$ cat config.mk
export PLATFORM = sky130hd
export DESIGN_NAME = parser_head_builder
export DESIGN_NICKNAME = d
export VERILOG_FILES = /design/src/rtl/parser_head_builder.sv
export SDC_FILE = /design/constraint.sdc
export NUM_CORES = 2
export LEC_CHECK = 0
export CORE_AREA = 2 2 726 728
export DETAILED_ROUTE_END_ITERATION = 10
export DIE_AREA = 0 0 728 730
export GPL_ROUTABILITY_DRIVEN = 0
export SETUP_SLACK_MARGIN = 0.4
export SLEW_MARGIN = 20
export SYNTH_ARGS = -nofsm -noshare
export SYNTH_HDL_FRONTEND = slang
export SYNTH_SLANG_ARGS = --single-unit
$ cat constraint.sdc
create_clock -name i_clk -period 82.2 [get_ports i_clk]
set_input_delay 8.22 -clock i_clk [delete_from_list [all_inputs] [get_ports i_clk]]
set_output_delay 8.22 -clock i_clk [all_outputs]
set_load 0.01 [all_outputs]
$ cat src/rtl/parser_head_builder.sv
// Ingress head builder: packs the first HEAD_WIDTH bits of each packet into a
// tagged head/meta pair for the first parser layer and streams the remainder.
module parser_head_builder #(
  parameter int unsigned DATA_WIDTH       = 128,
  parameter int unsigned HEAD_WIDTH       = 512,
  parameter int unsigned META_WIDTH       = 512,
  parameter int unsigned META_SHIFT_WIDTH = 5,
  parameter int unsigned TAG_WIDTH        = 9
) (
  input  logic                             i_clk,
  input  logic                             i_rst,
  input  logic                             i_data_valid,
  input  logic [DATA_WIDTH-1:0]            i_data,
  input  logic                             i_data_sop,
  input  logic                             i_data_eop,
  output logic                             o_data_ready,
  input  logic                             i_meta_valid,
  input  logic [META_WIDTH-1:0]            i_meta,
  output logic                             o_head_valid,
  output logic [HEAD_WIDTH+TAG_WIDTH-1:0]  o_head,
  output logic [META_WIDTH+TAG_WIDTH-1:0]  o_meta,
  input  logic                             i_head_ready,
  output logic                             o_pay_valid,
  output logic [DATA_WIDTH-1:0]            o_pay_data,
  output logic                             o_pay_eop,
  input  logic                             i_pay_ready,
  output logic [31:0]                      o_pkt_cnt,
  output logic [15:0]                      o_err_cnt
);

  localparam int unsigned HEAD_BEATS = HEAD_WIDTH / DATA_WIDTH;
  localparam int unsigned CNT_W      = $clog2(HEAD_BEATS + 1);
  localparam int unsigned START_BIT  = META_SHIFT_WIDTH;
  localparam int unsigned TAIL_BIT   = META_SHIFT_WIDTH + 1;
  localparam int unsigned VALID_BIT  = META_SHIFT_WIDTH + 3;

  typedef enum logic [1:0] {
    S_IDLE    = 2'd0,
    S_COLLECT = 2'd1,
    S_EMIT    = 2'd2,
    S_PAYLOAD = 2'd3
  } state_t;

  state_t                  r_state;
  state_t                  w_next;
  logic [CNT_W-1:0]        r_cnt;
  logic [HEAD_WIDTH-1:0]   r_head;
  logic [META_WIDTH-1:0]   r_meta;
  logic [TAG_WIDTH-1:0]    r_head_tag;
  logic [TAG_WIDTH-1:0]    r_meta_tag;
  logic [31:0]             r_pkt_cnt;
  logic [15:0]             r_err_cnt;

  logic                    w_load_sop;
  logic                    w_wr_beat;
  logic                    w_abort;
  logic                    w_head_acc;
  logic                    w_pay_acc;
  logic                    w_sop_to_emit;
  logic                    w_last_beat;

  // Tag: shift offset zero, START set, SHIFT clear.
  function automatic logic [TAG_WIDTH-1:0] make_tag(input logic tail, input logic vld);
    logic [TAG_WIDTH-1:0] t;
    t            = '0;
    t[START_BIT] = 1'b1;
    t[TAIL_BIT]  = tail;
    t[VALID_BIT] = vld;
    return t;
  endfunction

  assign w_sop_to_emit = i_data_eop | (HEAD_BEATS == 1);
  assign w_last_beat   = i_data_eop | (r_cnt == CNT_W'(HEAD_BEATS - 1));

  // State register
  always_ff @(posedge i_clk or posedge i_rst) begin
    if (i_rst) r_state <= S_IDLE;
    else       r_state <= w_next;
  end

  // Next-state logic
  always_comb begin
    w_next = r_state;
    case (r_state)
      S_IDLE: begin
        if (w_load_sop) w_next = w_sop_to_emit ? S_EMIT : S_COLLECT;
      end
      S_COLLECT: begin
        if (w_load_sop)                    w_next = w_sop_to_emit ? S_EMIT : S_COLLECT;
        else if (w_wr_beat && w_last_beat) w_next = S_EMIT;
      end
      S_EMIT: begin
        if (w_head_acc) w_next = r_head_tag[TAIL_BIT] ? S_IDLE : S_PAYLOAD;
      end
      S_PAYLOAD: begin
        if (w_pay_acc && (i_data_eop || i_data_sop)) w_next = S_IDLE;
      end
      default: w_next = S_IDLE;
    endcase
  end

  // Output and datapath-enable logic
  always_comb begin
    o_data_ready = 1'b0;
    o_head_valid = 1'b0;
    o_pay_valid  = 1'b0;
    o_pay_data   = '0;
    o_pay_eop    = 1'b0;
    w_load_sop   = 1'b0;
    w_wr_beat    = 1'b0;
    w_abort      = 1'b0;
    w_head_acc   = 1'b0;
    w_pay_acc    = 1'b0;
    case (r_state)
      S_IDLE: begin
        o_data_ready = 1'b1;
        w_load_sop   = i_data_valid & i_data_sop;
      end
      S_COLLECT: begin
        o_data_ready = 1'b1;
        w_load_sop   = i_data_valid & i_data_sop;
        w_abort      = i_data_valid & i_data_sop;
        w_wr_beat    = i_data_valid & ~i_data_sop;
      end
      S_EMIT: begin
        o_head_valid = 1'b1;
        w_head_acc   = i_head_ready;
      end
      S_PAYLOAD: begin
        o_data_ready = i_pay_ready;
        o_pay_valid  = i_data_valid;
        o_pay_data   = i_data;
        // A stray sop closes the current packet on the payload stream.
        o_pay_eop    = i_data_eop | i_data_sop;
        w_pay_acc    = i_data_valid & i_pay_ready;
        w_abort      = i_data_valid & i_pay_ready & i_data_sop;
      end
      default: ;
    endcase
  end

  // Head/meta assembly and counters
  always_ff @(posedge i_clk or posedge i_rst) begin
    if (i_rst) begin
      r_cnt      <= '0;
      r_head     <= '0;
      r_meta     <= '0;
      r_head_tag <= '0;
      r_meta_tag <= '0;
      r_pkt_cnt  <= '0;
      r_err_cnt  <= '0;
    end else begin
      if (w_load_sop) begin
        r_cnt      <= CNT_W'(1);
        r_head     <= HEAD_WIDTH'(i_data) << (HEAD_WIDTH - DATA_WIDTH);
        r_meta     <= i_meta_valid ? i_meta : '0;
        r_head_tag <= make_tag(i_data_eop, 1'b1);
        r_meta_tag <= make_tag(i_data_eop, i_meta_valid);
      end else if (w_wr_beat) begin
        r_cnt <= r_cnt + CNT_W'(1);
        for (int b = 1; b < HEAD_BEATS; b++) begin
          if (r_cnt == CNT_W'(b)) r_head[HEAD_WIDTH-1-b*DATA_WIDTH -: DATA_WIDTH] <= i_data;
        end
        if (i_data_eop) begin
          r_head_tag[TAIL_BIT] <= 1'b1;
          r_meta_tag[TAIL_BIT] <= 1'b1;
        end
      end
      if (w_head_acc) r_pkt_cnt <= r_pkt_cnt + 32'd1;
      if (w_abort && (r_err_cnt != 16'hFFFF)) r_err_cnt <= r_err_cnt + 16'd1;
    end
  end

  assign o_head    = {r_head_tag, r_head};
  assign o_meta    = {r_meta_tag, r_meta};
  assign o_pkt_cnt = r_pkt_cnt;
  assign o_err_cnt = r_err_cnt;

endmodule
Figure 1. M3 wires.
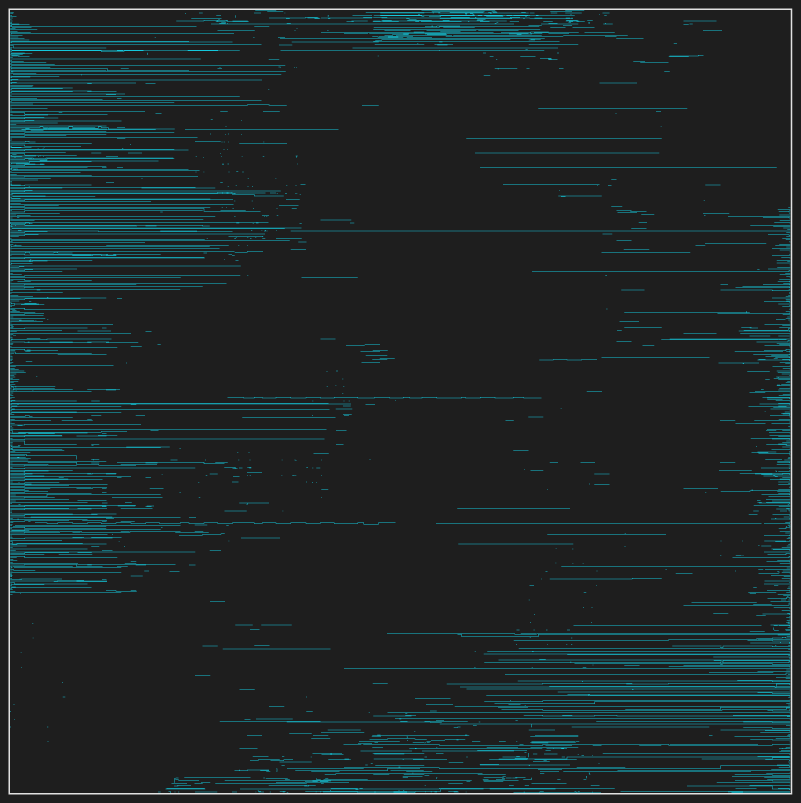
- share of all routed wire: 14%
- wire length on this layer: 60.2 mm
- longest straight run: 465 um
- nets with wire on the layer: 1,226
- main direction: horizontal

Figure 2. Nets reached from selected ports.
Bar = 200 um.
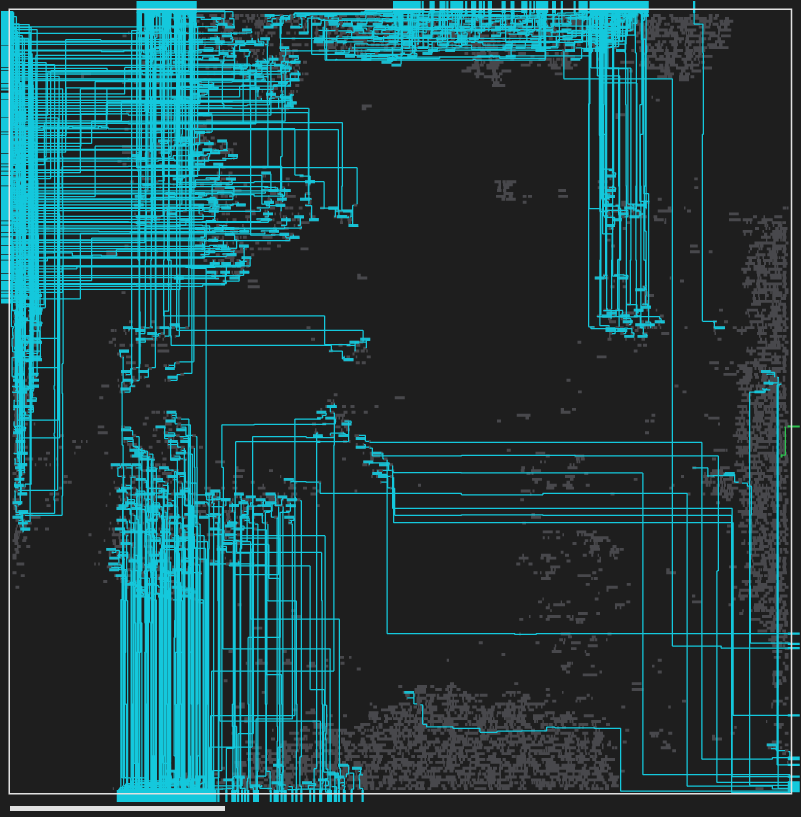
- green: o_data_ready (bits 1; direction output; edge right; end cells 1; buffers 1; wire 32.1 um)
- cyan: o_meta (bits 521; direction output; edge 199 top, 171 left, 136 bottom, 15 right; end cells 521; buffers 515; wire 112 mm)

Figure 3. Sequential cells coloured by netlist name.
Bar = 200 um. Other sequential cells in the stronger grey, the rest of the logic in the fainter grey.
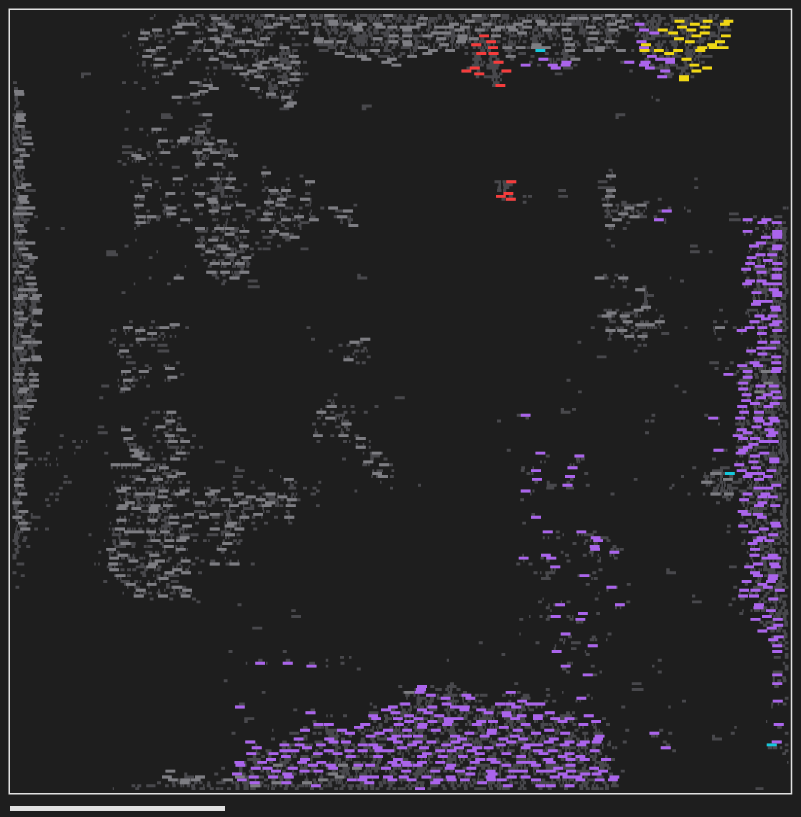
- cyan: r_meta_tag (flops 3)
- red: o_err_cnt (flops 16)
- yellow: o_pkt_cnt (flops 32; where top right)
- purple: r_head (flops 512)
- not coloured: 517

Figure 4. Routing congestion.
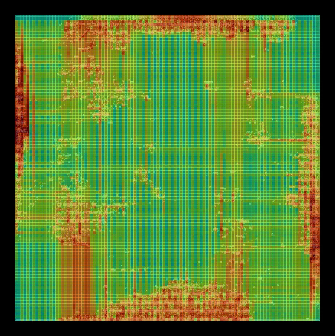
M2 GR Usage: 24.91%
met3 Track Usage GR: 9.464%
grt peak-use layer: met2
Total GRT Usage: 15.13%
Util after Layout: 14.14%

==> flow_summary.json <==
{
  "status": "finished, final reports clean",
  "finalNetCount": 6687,
  "drtPass1Iterations": 6,
  "yosysUniqueCellTypes": 45,
  "cp.arrival_ps": 10400,
  "dpl-instance-area_um2": 68660,
  "synth_area_um2": 42360,
  "top_cells_by_area": "dfrtp_1 64%, nand2_1 14%, o21ai_0 10%",
  "lay_top_count": "clkdlybuf4s50_1",
  "htree_levels": 4,
  "drt_iter0_drc": 2900,
  "cp_slowest_cell": "clkdlybuf4s50_1",
  "fp_util_pct": 8.092,
  "r2r_end": "r_meta[322]$_DFFE_PP0P_",
  "worstMarginPinSlew_ps": 1153,
  "ys.flops": 1080,
  "vdd_drop_max_uv": 20.28,
  "grt_pass1_vias": 38180,
  "area_growth_pct": 74.78,
  "synthArstFlopShare_pct": 100.0,
  "synthesis.instances": 4290,
  "slew_headroom_pct": 22.88,
  "insertedDiodeCount": 65,
  "die_h_um": 730,
  "sw_frac_of_total_pct": 44.09,
  "rows": 266,
  "rr_worst_depth": 9,
  "nClkBuffers": 199,
  "rrSetupSlack_ps": 76230,
  "vias": 40410,
  "final.period_utilization_pct": 22.65,
  "critical_path.top_delay_family": "buffers and inverters",
  "endpoint_kind": "primary output",
  "dp_hpwl_um": 362600,
  "logic_area_um2": 13840,
  "fp.dieArea_um2": 531400,
  "cts_made_buffers": 154,
  "synthAoiAreaFrac_pct": 10.94,
  "wl_met1_um": 135900,
  "p_clk_share_pct": 22.5,
  "crit_buf_inv": 2,
  "grt_max_degree": 247,
  "seq_cells": 1080,
  "cts_resized": 0,
  "top_area_share_pct": 63.80,
  "ant_nets": 0,
  "worstPathMaxFanout": 10,
  "p_comb_share_pct": 47.7,
  "path_clk_slew_ps": 50,
  "cpPeakStageDelay_ps": 860,
  "p_total_mw": 3.172,
  "ios": 1870,
  "design.core.area_um2": 523500,
  "reg2reg_from": "r_state[1]$_DFFE_PP0P_",
  "grt_pass1_wl_um": 503900,
  "ys_sh_xor_pct": 0.9097,
  "tns_ps": 0,
  "top_power_group": "combinational cells",
  "final_cell_mix": "1,844 x clkdlybuf4s50_1, 1,561 x nand2_1, 1,078 x dfrtp_1, 866 x o21ai_0, 155 x clkbuf_16",
  "combAreaFraction_pct": 18.69,
  "largest_class": "flip-flops and latches",
  "most_common_cell": "nand2_1",
  "holdPathEnd": "r_meta[379]$_DFFE_PP0P_",
  "cts_setup_buffers": 0,
  "final_area_um2": 74040,
  "clockBufferDepth": 4,
  "yosys.stat.chipArea_um2": 42360,
  "gr-total-overflow": 0,
  "powerDensity_nw_per_um2": 42.84,
  "p_sw_mw": 1.399,
  "route.detailed.drc": 0,
  "slew_viol_final": 0,
  "holdBufCountCts": 0,
  "fillers": 59060,
  "maxCapViolations": 0,
  "num-nonclk-inverters": 9,
  "crit_type": "in -> out",
  "seqPwrFrac_pct": 29.8,
  "synth-edff-count": 0,
  "yosys_cells": 4290,
  "leakage_nw": 30.14,
  "port-buffer-count": 1857,
  "insertion_delay_ps": 880,
  "yosysWarnings": 0,
  "synthTopCellsByCount": "1,562 x nand2_1, 1,080 x dfrtp_1, 866 x o21ai_0",
  "wl_met3_um": 60160,
  "clock_skew_ps": 60.17,
  "worstHoldStart": "r_meta[379]$_DFFE_PP0P_",
  "cts_tree": "built",
  "rsz0062_at_grt": "false",
  "p_seq_mw": 0.945,
  "final_hold_viol_count": 0,
  "hold_depth": 2,
  "clockNetworkAreaShare_pct": 7.045,
  "flop_cell": "dfrtp_1",
  "period_minus_slack_ps": 18620,
  "routed-wl-met2_um": 194300,
  "ys_sh_simple_pct": 16.91,
  "n_all_buffers": 1908,
  "logic_gates": 2880,
  "critPathLaunchType": "primary input",
  "via_per_inst": 3.067,
  "cp.required_ps": 73980,
  "setup_viol": 0,
  "gr-usage-met1_pct": 14.67,
  "fmaxAchievable_mhz": 53.71,
  "buffer_area_share_pct": 25.70,
  "synth_seq_share_pct": 63.80,
  "top_layer": "met5",
  "warning_count": 60,
  "cts.sinks": 1080,
  "synthMuxAreaShare_pct": 3.530,
  "taps": 6968,
  "wl_um": 419200,
  "clockRootBuffer": "clkbuf_16",
  "wire_per_inst_um": 31.81,
  "die_w_um": 728,
  "drive_above_1_share_pct": 7.423,
  "p_clk_mw": 0.713,
  "synth.largest_area_cell": "dfrtp_1",
  "seq-cell-share_pct": 36.51,
  "regArea_um2": 27030,
  "cp_cell_sequence": "clkdlybuf4s50_1 -> nor2_1 -> nor2_1 -> clkdlybuf4s50_1",
  "hp-class": "reg -> reg",
  "p_comb_mw": 1.51
}
how the worst max path moves through the flow:
stage               cells after the start       start                       end
floorplan                               1       i_rst  o_err_cnt[0]$_DFFE_PP0P_
detailed placement                      4  i_data_sop                 o_pay_eop
finish                                  4  i_data_sop                 o_pay_eop
CTS                                     4  i_data_sop                 o_pay_eop
global route                            4  i_data_sop                 o_pay_eop
global placement                        4  i_data_sop                 o_pay_eop
per-stage QoR:
step / hold slack (ps) / std cells / setup WS [ps]
3_3_place_gp: 460.7 / 12850 / 63470
3_5_place_dp: 468.7 / 12850 / 63470
4_1_cts: 481.6 / 13110 / 63460
2_1_floorplan: 506.2 / 4301 / 43580
5_1_grt: 491.8 / 13120 / 63450
6_report: 473.7 / 13180 / 63580
